Figure 1. M3 wires.
The bar under the picture is 20 um long.
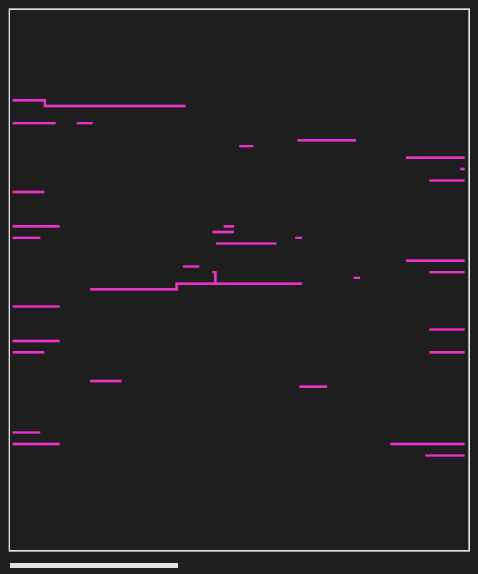
Figure 2. Wiring heat map.
The bar under the picture is 20 um long. 11 x 13 tiles, from dark blue (low) to red (high), scaled to the fullest tile. Values are wire area over tile area, all layers added.
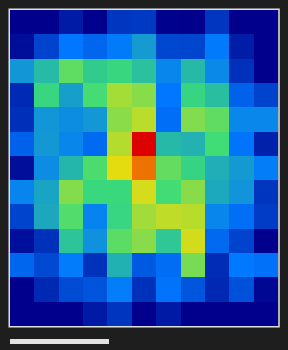
Figure 3. M1 wires.
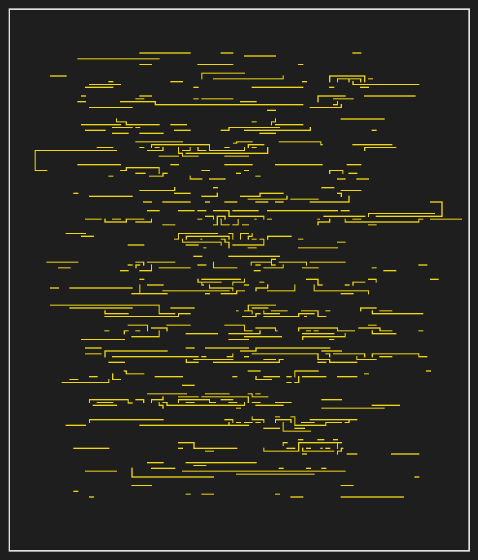
Figure 4. Clock nets.
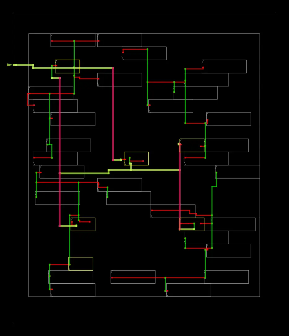
**config.mk**
```make
export PLATFORM = sky130hd
export DESIGN_NAME = ripple_cla8
export DESIGN_NICKNAME = d
export VERILOG_FILES = /design/src/rtl/ripple_cla8_pkg.sv /design/src/rtl/ripple_cla8_cla4.sv /design/src/rtl/ripple_cla8.sv
export SDC_FILE = /design/constraint.sdc
export NUM_CORES = 1
export LEC_CHECK = 0
export ABC_AREA = 1
export CAP_MARGIN = 40
export CORE_ASPECT_RATIO = 1.2
export CORE_MARGIN = 3
export CORE_UTILIZATION = 54
export CTS_BUF_LIST = sky130_fd_sc_hd__clkbuf_8 sky130_fd_sc_hd__clkbuf_16
export DETAILED_ROUTE_END_ITERATION = 16
export HOLD_SLACK_MARGIN = 0.03
export PLACE_DENSITY_LB_ADDON = 0.12
export SLEW_MARGIN = 25
export SYNTH_ARGS = -nofsm -noshare
export SYNTH_HDL_FRONTEND = slang
export SYNTH_SLANG_ARGS = --single-unit
```
**constraint.sdc**
```tcl
create_clock -name clk -period 3.2 [get_ports clk]
set_clock_uncertainty 0.1 [all_clocks]
set_input_delay 0.8 -clock clk [delete_from_list [all_inputs] [get_ports clk]]
set_output_delay 0.8 -clock clk [all_outputs]
set_load 0.1 [all_outputs]
```
**src/rtl/ripple_cla8_pkg.sv**
```systemverilog
// Shared definitions for the two-slice rippled carry-lookahead adder.
//   WIDTH   : operand/result width (8)
//   NIB     : width of one carry-lookahead slice (4); WIDTH = 2*NIB
//   state_e : control FSM states
package ripple_cla8_pkg;

  localparam int unsigned WIDTH = 8;
  localparam int unsigned NIB   = 4;

  typedef enum logic [1:0] {
    IDLE = 2'd0,
    LOW  = 2'd1,
    HIGH = 2'd2,
    DONE = 2'd3
  } state_e;

endpackage

```
**src/rtl/ripple_cla8_cla4.sv**
```systemverilog
// cla4: 4-bit combinational carry-lookahead adder slice.
//   a, b : nibble operands
//   cin  : carry into bit 0
//   sum  : a + b + cin, low 4 bits
//   cout : carry out of bit 3
// Purely combinational; no clock, reset or state.
import ripple_cla8_pkg::*;

module cla4 (
  input  logic [NIB-1:0] a,
  input  logic [NIB-1:0] b,
  input  logic           cin,
  output logic [NIB-1:0] sum,
  output logic           cout
);

  logic [NIB-1:0] g;
  logic [NIB-1:0] p;
  logic [NIB:0]   c;

  always_comb begin
    g = a & b;
    p = a ^ b;
    // Each carry expanded from c[i+1] = g[i] | p[i]&c[i] so no carry
    // depends on another carry, only on g, p and cin.
    c[0] = cin;
    c[1] = g[0] | (p[0] & cin);
    c[2] = g[1] | (p[1] & g[0]) | (p[1] & p[0] & cin);
    c[3] = g[2] | (p[2] & g[1]) | (p[2] & p[1] & g[0])
         | (p[2] & p[1] & p[0] & cin);
    c[4] = g[3] | (p[3] & g[2]) | (p[3] & p[2] & g[1])
         | (p[3] & p[2] & p[1] & g[0]) | (p[3] & p[2] & p[1] & p[0] & cin);
    sum  = p ^ c[NIB-1:0];
    cout = c[NIB];
  end

endmodule

```
**src/rtl/ripple_cla8.sv**
```systemverilog
// ripple_cla8: 8-bit adder built from one shared 4-bit CLA slice, used for
// the low nibble in LOW and the high nibble in HIGH, with the low-slice
// carry registered between the two steps.
//   clk    : clock, rising edge
//   rst_n  : asynchronous active-low reset
//   en     : level request; must stay high for the whole operation
//   A, B   : unsigned operands (captured in IDLE)
//   c_in   : carry-in (captured in IDLE)
//   Output : registered sum (A+B+c_in) mod 2^WIDTH
//   c_out  : registered carry-out
//   ready  : high while Output/c_out hold the current request's result
import ripple_cla8_pkg::*;

module ripple_cla8 #(
  parameter int unsigned WIDTH = ripple_cla8_pkg::WIDTH,
  parameter int unsigned NIB   = ripple_cla8_pkg::NIB
) (
  input  logic             clk,
  input  logic             rst_n,
  input  logic             en,
  input  logic [WIDTH-1:0] A,
  input  logic [WIDTH-1:0] B,
  input  logic             c_in,
  output logic [WIDTH-1:0] Output,
  output logic             c_out,
  output logic             ready
);

  state_e           state_q, state_d;
  logic [WIDTH-1:0] a_q, a_d;
  logic [WIDTH-1:0] b_q, b_d;
  logic             cin_q, cin_d;
  logic             c4_q, c4_d;
  logic [WIDTH-1:0] sum_q, sum_d;
  logic             cout_q, cout_d;
  logic             ready_q, ready_d;

  logic [NIB-1:0]   slice_a, slice_b, slice_s;
  logic             slice_ci, slice_co;

  // Operand nibble and carry-in selection for the shared slice.
  always_comb begin
    if (state_q == HIGH) begin
      slice_a  = a_q[WIDTH-1:NIB];
      slice_b  = b_q[WIDTH-1:NIB];
      slice_ci = c4_q;
    end else begin
      slice_a  = a_q[NIB-1:0];
      slice_b  = b_q[NIB-1:0];
      slice_ci = cin_q;
    end
  end

  cla4 u_cla4 (
    .a    (slice_a),
    .b    (slice_b),
    .cin  (slice_ci),
    .sum  (slice_s),
    .cout (slice_co)
  );

  always_comb begin
    state_d = state_q;
    a_d     = a_q;
    b_d     = b_q;
    cin_d   = cin_q;
    c4_d    = c4_q;
    sum_d   = sum_q;
    cout_d  = cout_q;
    ready_d = 1'b0;
    unique case (state_q)
      IDLE: begin
        if (en) begin
          a_d     = A;
          b_d     = B;
          cin_d   = c_in;
          state_d = LOW;
        end
      end
      LOW: begin
        if (en) begin
          sum_d[NIB-1:0] = slice_s;
          c4_d           = slice_co;
          state_d        = HIGH;
        end else begin
          state_d = IDLE;
        end
      end
      HIGH: begin
        if (en) begin
          sum_d[WIDTH-1:NIB] = slice_s;
          cout_d             = slice_co;
          ready_d            = 1'b1;
          state_d            = DONE;
        end else begin
          state_d = IDLE;
        end
      end
      DONE: begin
        if (en) begin
          ready_d = 1'b1;
        end else begin
          state_d = IDLE;
        end
      end
      default: state_d = IDLE;
    endcase
  end

  always_ff @(posedge clk or negedge rst_n) begin
    if (!rst_n) begin
      state_q <= IDLE;
      a_q     <= '0;
      b_q     <= '0;
      cin_q   <= 1'b0;
      c4_q    <= 1'b0;
      sum_q   <= '0;
      cout_q  <= 1'b0;
      ready_q <= 1'b0;
    end else begin
      state_q <= state_d;
      a_q     <= a_d;
      b_q     <= b_d;
      cin_q   <= cin_d;
      c4_q    <= c4_d;
      sum_q   <= sum_d;
      cout_q  <= cout_d;
      ready_q <= ready_d;
    end
  end

  assign Output = sum_q;
  assign c_out  = cout_q;
  assign ready  = ready_q;

endmodule

```
==> metrics.log <==
[flow] final metrics
[metrics] run status: complete, no violations
[metrics] initial antenna violation count: 0
[metrics] relative slew slack: 0.749
[metrics] count of warning messages emitted by the tools: 27
[metrics] element type at the critical path end: flip-flop
[metrics] DIE AREA: 3490 sq um
[metrics] routability cong.: 0.891
[metrics] number of failing hold endpoints at the final stage: 0
[metrics] path class of the lowest-slack min-delay path: flip-flop to flip-flop
[metrics] top-level I/O count: 30
[metrics] area of the core region: 2600 sq um
[metrics] maximum fanout along the worst path: 10
[metrics] Synth Seq Share: 0.494
[metrics] length of the first detailed-routing pass in iterations: 4
[metrics] startpoint kind of the worst setup timing path: flip-flop
[metrics] Yosys reg bits: 30
[metrics] FP Rows: 20
[metrics] clock tree from TritonCTS: yes
[metrics] cell total in the yosys stat output: 159
[metrics] final setup vio count: 0
[metrics] CTS clock-pin slew for the worst setup and hold paths: 60 ps
[metrics] worst supply voltage drop on vdd: 622 uV
[metrics] leak pwr: 1.00 nW
[metrics] number of max-slew violations in the final report: 0
[metrics] required time worst endpoint: 3270 ps
[metrics] total standard cell area after synthesis: 1520 sq um
[metrics] synthesized area per cell: 9.55 sq um
[metrics] Non-Filler Cell Area, Final: 1900 sq um
[metrics] maximum capacitance violations: 0
[metrics] number of nets in the layout: 221
[metrics] Residual DRC: 0
[metrics] Clock Tree Buf Depth: 2
[metrics] DP Area: 1820 sq um
[metrics] count of nets left with antenna violations after detail routing: 0
[metrics] Slew @ Worst Pin: 376 ps
[metrics] clock root cell: clkbuf_8
[metrics] final worst-path cycle share: 0.687
[metrics] Port Buffer Count: 29
[metrics] vertical die dimension: 64.1 um
[metrics] commonest cells after routing, fill and taps aside: 56 x nand2_1, 30 x dfrtp_1, 19 x clkdlybuf4s50_1
[metrics] cell count after synthesis: 159
[metrics] number of stages on the worst hold path: 2
[metrics] power density over the cells: 932 nW/um^2
[metrics] commonest non-fill, non-tap cell in the layout: nand2_1
[metrics] clock buffer count from CTS: 5
[metrics] # H-tree levels: 2
[metrics] startpoint of the lowest-slack register-to-register path: state_q[0]
[metrics] Post-DP HPWL: 2240 um
[metrics] ratio of cells with drive above 1 in the final layout: 0.206
[metrics] RSZ-0062 raised after global routing: no
[metrics] net count entering floorplan: 185
[metrics] global route overflow: 0
[metrics] global-route wire length before repair: 5170 um
[metrics] TNS Setup: 0 ps
[metrics] flop-to-flop setup slack: 1000 ps
[metrics] post-route minimum period: 2200 ps
[metrics] largest net degree at the start of global routing: 31
[metrics] DRC marker count from the first detailed-route iteration: 18
[metrics] via count of the first global-routing pass: 1177
[metrics] depth of the most critical reg-to-reg path: 13
[metrics] starting density of the core: 0.584
[metrics] number of unique standard cell types used by synthesis: 19
[metrics] CTS-repair resized insts: 0
[metrics] number of antenna diodes: 0
[metrics] Min-Delay Startpoint: Output[2]
[metrics] average vias per placed instance: 5.15
[metrics] hold worst-path end: Output[2]
[metrics] FF-to-FF End: Output[7]
[metrics] Fmax achieved: 0.455 GHz
[metrics] Crit Path Category: flip-flop to flip-flop
[metrics] overall die width: 54.4 um
[metrics] arrival time at the worst endpoint: 2270 ps
[metrics] area growth from synthesis to final layout: 25.4%
[metrics] yosys stat area: 1520 sq um
[metrics] Yosys warning count: 0
[metrics] cts-stage hold buffer count: 0
[metrics] number of buffers inserted to repair setup after CTS: 0
## Picture notes: Figure 1
The longest straight run is 16.6 um. The layer carries 157 um of wire. The layer holds 5.3% of the routed length.
Routed WL: 2990 um
via total after detailed routing: 1168
met3 track demand over resource: 0.0513

## Picture notes: Figure 2
The densest ninth of the die: middle. The fullest tile reaches 0.49. 19% of the tiles are over half the peak. 14% of the tiles are nearly empty. The mean over all tiles is 0.14.
overall routing resource usage: 0.209
average detailed-routed wire length per instance: 13.2 um

## Picture notes: Figure 3
The layer carries 1090 um of wire. The longest straight run is 19.3 um.
grt met1 use: 0.222

## Picture notes: Figure 4
number of clock buffers in the layout: 6
clock latency reported for the late side of the worst-skew pair: 280 ps
number of sinks driven by the clock tree: 30

==> critical path: stages (launching register included) <==
cell and delay (ps):
dfrtp_1 390, inv_1 140, nand2_4 140, inv_1 150
nand2_1 90, nand2_1 60, ha_1 380, nand2_1 110
nor2_1 150, nand3_1 120, nand2_1 70, nand2_1 60
nand3_1 80, nand2_1 50
==> Yosys cell counts <==
cell     number  area (sq um)
nand2_1      56           210
dfrtp_1      30           751
inv_1        15          56.3
nand3_1      11          55.1
nor2_1       10          37.5
mux2_2        8          90.1
mux2_4        8           120
ha_1          5          62.6
a21oi_1       3          15.0
nand2_4       2          22.5
nor2_2        2          12.5
o21ai_0       2          10.0
and2_4        1          8.76
buf_6         1          11.3
fa_1          1          20.0
nand2_2       1          6.26
nor3_4        1          16.3
o21ai_1       1          5.00
xor2_1        1          8.76
==> layout make-up <==
type	count	area, sq um
repair buffers	30	273
fillers	218	698
flip-flops and latches	30	751
multi-input cells	113	701
clock buffers	6	82.6
inverters	15	56.3
well taps	33	41.3
==> flip-flops by register name, indices dropped and copies added (netlist names) <==
name	flops
Output	8
a_q	8
b_q	8
c4_q	1
c_out	1
cin_q	1
ready	1
state_q	2
==> through the flow <==
stage / util / total power, W / cells / setup slack (ps) / hold WS, ps
after floorplan: - / 0.00127 / 159 / 1310 / 380
after global placement: 0.700 / 0.00146 / 221 / 1060 / 360
after detailed placement: 0.700 / 0.00148 / 221 / 970 / 370
after CTS: 0.732 / 0.00179 / 227 / 1010 / 386
after global routing: 0.732 / 0.00188 / 227 / 768 / 417
final: 0.732 / 0.00177 / 227 / 1000 / 380
==> routing by layer <==
metal	wire, um	up-vias	part of all wire	track usage
met5	0	-	0	0
met4	83	0	0.028	0.112
met3	157	10	0.053	0.0513
met2	1660	34	0.55	0.361
met1	1090	548	0.37	0.222
li1	-	576	-	-
==> power by group <==
part	switching [W]	total, W	internal, W	leakage (nW)
combinational	0.000671	0.000926	0.000256	0.595
sequential	0.0000620	0.000553	0.000491	0.362
clock	0.000130	0.000295	0.000165	0.0431
==> how the worst max path moves through the flow <==
| stage | start | endpoint | slack (ps) | depth (start not counted) |
|---|---|---|---|---|
| floorplan | state_q[0] | Output[3] | 1310 | 12 |
| global placement | state_q[0] | Output[7] | 1060 | 12 |
| detailed placement | en | Output[0] | 970 | 6 |
| CTS | state_q[0] | Output[7] | 1010 | 12 |
| global route | state_q[0] | Output[7] | 770 | 13 |
| finish | state_q[0] | Output[7] | 1000 | 13 |
==> cells by family (layout without fill, tap and decap cells) <==
logic type | Yosys count | count (layout) | synth area share
adder cells (fa/ha/maj) | 6 | 6 | 0.0544
multiplexers | 16 | 16 | 0.138
XOR/XNOR | 1 | 1 | 0.00577
flip-flops | 30 | 30 | 0.494
buffers and inverters | 16 | 51 | 0.0445
AND-OR/OR-AND | 6 | 6 | 0.0198
AND/OR/NAND/NOR | 84 | 84 | 0.243
Power and IR drop assume default switching activity.
